File: src/rtl/uart_rx_ctrl.sv
// UART receive frame sequencer: oversampled start validation, LSB-first deserialisation,
// optional parity capture and stop-bit check, with one result pulse per completed frame.
module uart_rx_ctrl #(
  parameter int PRESCALE = 8,
  parameter int DW       = 8
) (
  input  logic          CLK,
  input  logic          RST,
  input  logic          RX_IN,
  input  logic          PAR_EN,
  input  logic          par_err,
  output logic          par_chk_en,
  output logic [DW:0]   data_parity_chk,
  output logic [DW-1:0] P_DATA,
  output logic          data_valid,
  output logic          par_err_o,
  output logic          stp_err,
  output logic          busy,
  output logic [2:0]    state_dbg
);

  localparam int EW = $clog2(PRESCALE);
  localparam int BW = $clog2(DW);

  localparam logic [EW-1:0] EDGE_MID  = EW'(PRESCALE / 2);
  localparam logic [EW-1:0] EDGE_LAST = EW'(PRESCALE - 1);
  localparam logic [BW-1:0] BIT_LAST  = BW'(DW - 1);

  localparam logic [2:0] IDLE   = 3'd0;
  localparam logic [2:0] START  = 3'd1;
  localparam logic [2:0] DATA   = 3'd2;
  localparam logic [2:0] PARITY = 3'd3;
  localparam logic [2:0] STOP   = 3'd4;

  logic [2:0]    state;
  logic [EW-1:0] edge_cnt;
  logic [BW-1:0] bit_cnt;
  logic [DW-1:0] shreg;
  logic          par_bit;
  logic          par_en_q;
  logic          mid;
  logic          bit_end;

  assign mid     = (edge_cnt == EDGE_MID);
  assign bit_end = (edge_cnt == EDGE_LAST);

  always_ff @(posedge CLK) begin
    if (RST) begin
      state      <= IDLE;
      edge_cnt   <= '0;
      bit_cnt    <= '0;
      shreg      <= '0;
      par_bit    <= 1'b0;
      par_en_q   <= 1'b0;
      P_DATA     <= '0;
      data_valid <= 1'b0;
      par_err_o  <= 1'b0;
      stp_err    <= 1'b0;
    end else begin
      data_valid <= 1'b0;
      par_err_o  <= 1'b0;
      stp_err    <= 1'b0;

      if (state == IDLE || bit_end) edge_cnt <= '0;
      else                          edge_cnt <= edge_cnt + 1'b1;

      case (state)
        IDLE: begin
          if (!RX_IN) begin
            state    <= START;
            par_en_q <= PAR_EN;
            par_bit  <= 1'b0;
          end
        end
        START: begin
          if (mid && RX_IN) begin
            state    <= IDLE;
            edge_cnt <= '0;
          end else if (bit_end) begin
            state   <= DATA;
            bit_cnt <= '0;
          end
        end
        DATA: begin
          if (mid) shreg[bit_cnt] <= RX_IN;
          if (bit_end) begin
            if (bit_cnt == BIT_LAST) state <= par_en_q ? PARITY : STOP;
            else                     bit_cnt <= bit_cnt + 1'b1;
          end
        end
        PARITY: begin
          if (mid)     par_bit <= RX_IN;
          if (bit_end) state   <= STOP;
        end
        STOP: begin
          // Leave at the stop mid-sample so a back-to-back start edge is not missed.
          if (mid) begin
            state    <= IDLE;
            edge_cnt <= '0;
            if (!RX_IN)                   stp_err   <= 1'b1;
            else if (par_en_q && par_err) par_err_o <= 1'b1;
            else begin
              data_valid <= 1'b1;
              P_DATA     <= shreg;
            end
          end
        end
        default: state <= IDLE;
      endcase
    end
  end

  assign data_parity_chk = {par_bit, shreg};
  assign par_chk_en      = (state == STOP) && par_en_q;
  assign busy            = (state != IDLE);
  assign state_dbg       = state;

endmodule

File: config.mk
export PLATFORM = sky130hd
export DESIGN_NAME = uart_rx_ctrl
export DESIGN_NICKNAME = d
export VERILOG_FILES = /design/src/rtl/uart_rx_ctrl.sv
export SDC_FILE = /design/constraint.sdc
export NUM_CORES = 1
export LEC_CHECK = 0
export CORE_AREA = 4 4 57 59
export CTS_BUF_LIST = sky130_fd_sc_hd__clkbuf_2 sky130_fd_sc_hd__clkbuf_4 sky130_fd_sc_hd__clkbuf_8
export DETAILED_ROUTE_END_ITERATION = 8
export DIE_AREA = 0 0 61 63
export PLACE_DENSITY_LB_ADDON = 0.3
export SLEW_MARGIN = 20
export SYNTH_ARGS = -nofsm -noshare
export SYNTH_HDL_FRONTEND = slang
export SYNTH_SLANG_ARGS = --single-unit
File: constraint.sdc
create_clock -name CLK -period 1.8 [get_ports CLK]
set_input_delay 0.36 -clock CLK [delete_from_list [all_inputs] [get_ports CLK]]
set_output_delay 0.36 -clock CLK [all_outputs]
set_load 0.03 [all_outputs]
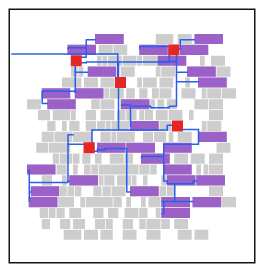
clock_map.png
(4 px per um)
legend:
  blue:
    item: clock wires
    length: 327 um
  purple:
    item: flip-flops
    count: 30
  red:
    item: cells driving clock nets
    count: 5
flops lie: widely spread

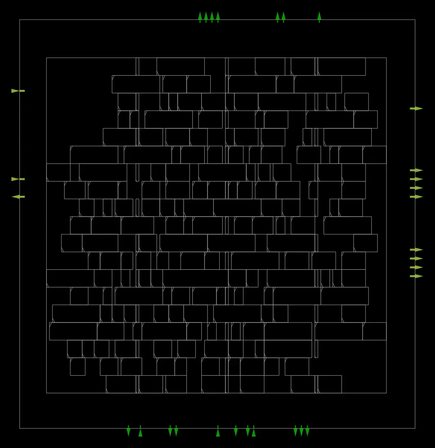
final_placement.png
number of well-tap cells placed: 31
fillers: 232
Core Region: 2710 um^2
utilization after layout: 67.8%

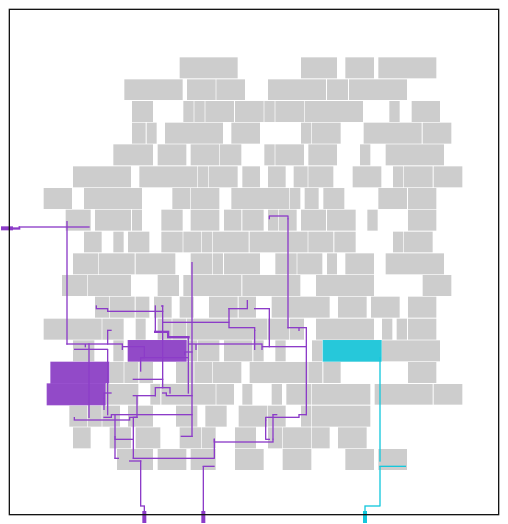
port_nets.png
(8 px per um)
legend:
  cyan:
    port: data_valid
    bits: 1
    direction: output
    edge: bottom
    end_cells: 1
    buffers: 1
    wire: 23.6 um
  purple:
    port: state_dbg
    bits: 3
    direction: output
    edge: 2 bottom, 1 left
    end_cells: 3
    buffers: 5
    wire: 302 um

==> results.env <==
WORST_HOLD_MARGIN_PS=470
ROUTABILITYCONGESTION=0.800
IO_BUFFERS=29
CRITICALPATHCATEGORY='reg2reg'
FINISH.INSTANCE_AREA_UM2=1840
FIRST_PASS_ITERS=4
YOSYS-STAT-AREA_UM2=1370
RUN_STATUS='completed'
YS_TOP_CELLS_BY_AREA='sky130_fd_sc_hd__dfxtp_1 44%, sky130_fd_sc_hd__mux2i_1 15%, sky130_fd_sc_hd__nor2_1 5.8%'
SETUP_VIOL=0
LARGEST_NET_DEGREE_AT_THE_START_OF_GLOBAL_ROUTING=23
ANTENNA_LEFT=0
POST_LAYOUT_MIN_PERIOD_PS=1760
YOSYS_TOP_CELL_BY_INSTANCES='sky130_fd_sc_hd__dfxtp_1'
SYNTHESIZED_AREA_UM2=1370
CTS_MADE_BUFFERS=5
CTS-ROOT-BUF='sky130_fd_sc_hd__clkbuf_4'
CLK_PATH_BUF_DEPTH=2
TOP_AREA_SHARE_PCT=43.8
P_SWITCHING_mW=0.266
FIRST_GLOBAL_VIAS=1120
NETLIST_TOP_CELLS_COUNT='30 x sky130_fd_sc_hd__dfxtp_1, 21 x sky130_fd_sc_hd__nor2_1, 20 x sky130_fd_sc_hd__mux2i_1, 8 x sky130_fd_sc_hd__nand2_1, 6 x sky130_fd_sc_hd__clkbuf_1'
GLOBALROUTETOTALUTIL_PCT=17.0
MAX_SLEW_MARGIN_PCT=74.0
NUM_ANTENNA_CELLS=0
YS_FF=30
TIMING_MAX_TRANSITION_VIOLATIONS_FINAL=0
MAX_CAP_VIOLATIONS=0
PLACED_CELL_AREA_UM2=1730
LOGIC_AREA_UM2=751
NUMBER_OF_SYNTHESIZED_FLOPS_WITH_AN_ENABLE_PIN=0
TOP_LEVEL_PORTS=30
BUSIEST_LAYER='met2'
NETLIST_INSTANCES=146
WORST-PATH-BUF-INV=0
HOLD_PATH_CLASS='reg2reg'
MOST_AREA_HUNGRY_CELL_TYPE_IN_THE_YOSYS_NETLIST='sky130_fd_sc_hd__dfxtp_1'
SYNTH_NETS=156
FINAL_CRITICAL_PATH_SETUP_SLACK_PS=38.1
POWERDENSITY_nW_PER_UM2=636
SYNTHTOLAYOUTAREAGROWTH_PCT=34.1
POST_DRT_WL_PER_CELL_UM=14.3
MAX_FREQ_MHz=568
WARNING_COUNT=27
WORST_PATH_TOP_CELL_FAMILY_BY_DELAY='simple AND/OR/NAND/NOR gates'
SYNTH_TOP_FLOP_CELL='sky130_fd_sc_hd__dfxtp_1'
CTSHOLDBUFFERS=0
GLOBALROUTEOVERFLOWTOTAL=0
YOSYS-DOMINANT-COMB-FAMILY='simple AND/OR/NAND/NOR gates'
FINISH.CELL_COUNT_WITHOUT_FILLERS=216
FP.DIEAREA_UM2=3840
GLOBAL_ROUTE.USAGE.MET3_PCT=5.58
WORST_PATH_LARGEST_CELL_DELAY_PS=470
LAYOUT.CELLS.MOST_COMMON_LIST='30 x sky130_fd_sc_hd__dfxtp_1, 23 x sky130_fd_sc_hd__clkdlybuf4s50_1, 21 x sky130_fd_sc_hd__nor2_1'
SETUP_TOTAL_NEGATIVE_SLACK_PS=0
CLOCK_LATENCY_PS=320
FP.DIEW_UM=61
WL_MET3_UM=165
POST_SYNTH.CELL_AREA_AVG_UM2=9.38
COMB_POWER_SHARE_PCT=6.3
HPWLAFTERDP_UM=2140
LEAKAGEPOWER_nW=0.847
WORST-SLEW-PIN-TRANSITION_PS=389
XOR_SHARE_PCT=0
HIGHEST-SIGNAL-LAYER='met4'
GLOBALROUTEMET2UTIL_PCT=27.3
CTS.HTREE.LEVELS=2
LAYOUT.NETS=194
MET2_WIRE_LENGTH_UM=1600
DIE_Y_UM=63
FIRST_PASS_GRT_WIRE_LENGTH_UM=5070
WORST_PATH_MAX_FANOUT=4
P_CLK_SHARE_PCT=36.2
SYNTH_CELL_TYPES=32
CTS.SINKS=30
POST-ROUTE-DRC-COUNT=0
SYNTH.MUX.AREA_FRACTION_PCT=14.6
YOSYS.AREA_SHARE.ADDER_PCT=4.57
INITCOREUTIL_PCT=50.6
SEQCELLAREA_UM2=601
SYNTH.YOSYS.NUM_CELLS=146
TIMING.CRITICAL_PATH.CELLS='ha_1 -> ha_1 -> nor2b_1 -> o21ai_0 -> or3b_2 -> a21oi_1'
USE_MET1_PCT=22.0
POWER.SHARE.SWITCHING_PCT=22.8
FINAL-HOLD-VIOLATION-COUNT=0
DR_TOTAL_VIAS=1191
TRITONCTS_CLOCK_TREE='done'
LAY_TOP_COUNT='sky130_fd_sc_hd__dfxtp_1'
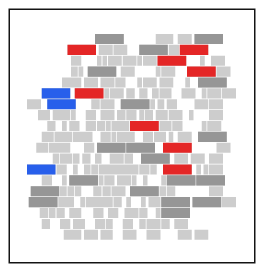
registers.png
(4 px per um) Other sequential cells in the stronger grey, the rest of the logic in the fainter grey.
legend:
  blue:
    netlist_name: edge_cnt
    placed_flops: 3
  red:
    netlist_name: shreg
    placed_flops: 8

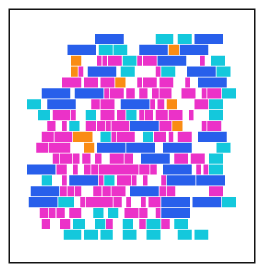
cell_classes.png
(4 px per um)
legend:
  cyan:
    class: other buffers and delay cells
    cells: 40
    share_of_their_area: 21%
  blue:
    class: flip-flops
    cells: 30
    share_of_their_area: 33%
  magenta:
    class: all other logic
    cells: 107
    share_of_their_area: 42%
  orange:
    class: clock drivers and dummy loads
    cells: 8
    share_of_their_area: 3.5%

timing repair:
item / CTS / global route
endpoints found under the setup margin: 4 / 6
buffers inserted: 0 / 1
gates cloned: 0 / 0
gates resized: 4 / 7
pin swaps: 0 / 1
cell type report:
class	instances	area share [%]
sequential	30	32.7
multi-input combinational	105	40.9
tap	31	2.11
inverter	2	0.409
timing repair buffer	40	20.4
clock buffer	7	3.20
clock inverter	1	0.272
registers in the layout, summed over array words and instances, names as in the netlist:
| register | cells |
|---|---|
| shreg | 8 |
| data_valid | 1 |
| par_en_q | 1 |
| bit_cnt | 3 |
| edge_cnt | 3 |
| state_dbg | 3 |
| par_err_o | 1 |
| P_DATA | 8 |
| stp_err | 1 |
| par_bit | 1 |
worst paths after layout:
path | slack, ps | start | depth (start not counted) | to
max | 40 | bit_cnt[1] | 6 | state_dbg[2]
min | 470 | edge_cnt[0] | 1 | edge_cnt[0]
max reg2reg | 40 | bit_cnt[1] | 6 | state_dbg[2]
min reg2reg | 470 | edge_cnt[0] | 1 | edge_cnt[0]
worst reg2reg max path, stage by stage, from the launching register on:
cell and delay [ps]:
sky130_fd_sc_hd__dfxtp_1 380, sky130_fd_sc_hd__ha_1 160, sky130_fd_sc_hd__ha_1 210, sky130_fd_sc_hd__nor2b_1 200
sky130_fd_sc_hd__o21ai_0 120, sky130_fd_sc_hd__or3b_2 470, sky130_fd_sc_hd__a21oi_1 150
power groups by stage:
| stage | sequential, mW | clock (mW) | combinational [mW] |
|---|---|---|---|
| final | 0.671 | 0.422 | 0.0739 |
| after global placement | 0.687 | 0 | 0.0727 |
| after global routing | 0.672 | 0.466 | 0.0807 |
| after CTS | 0.671 | 0.432 | 0.0729 |
| after detailed placement | 0.687 | 0 | 0.0748 |
| after floorplan | 0.691 | 0 | 0.0379 |
No activity file was given, so power comes from the tool's default toggle rates.
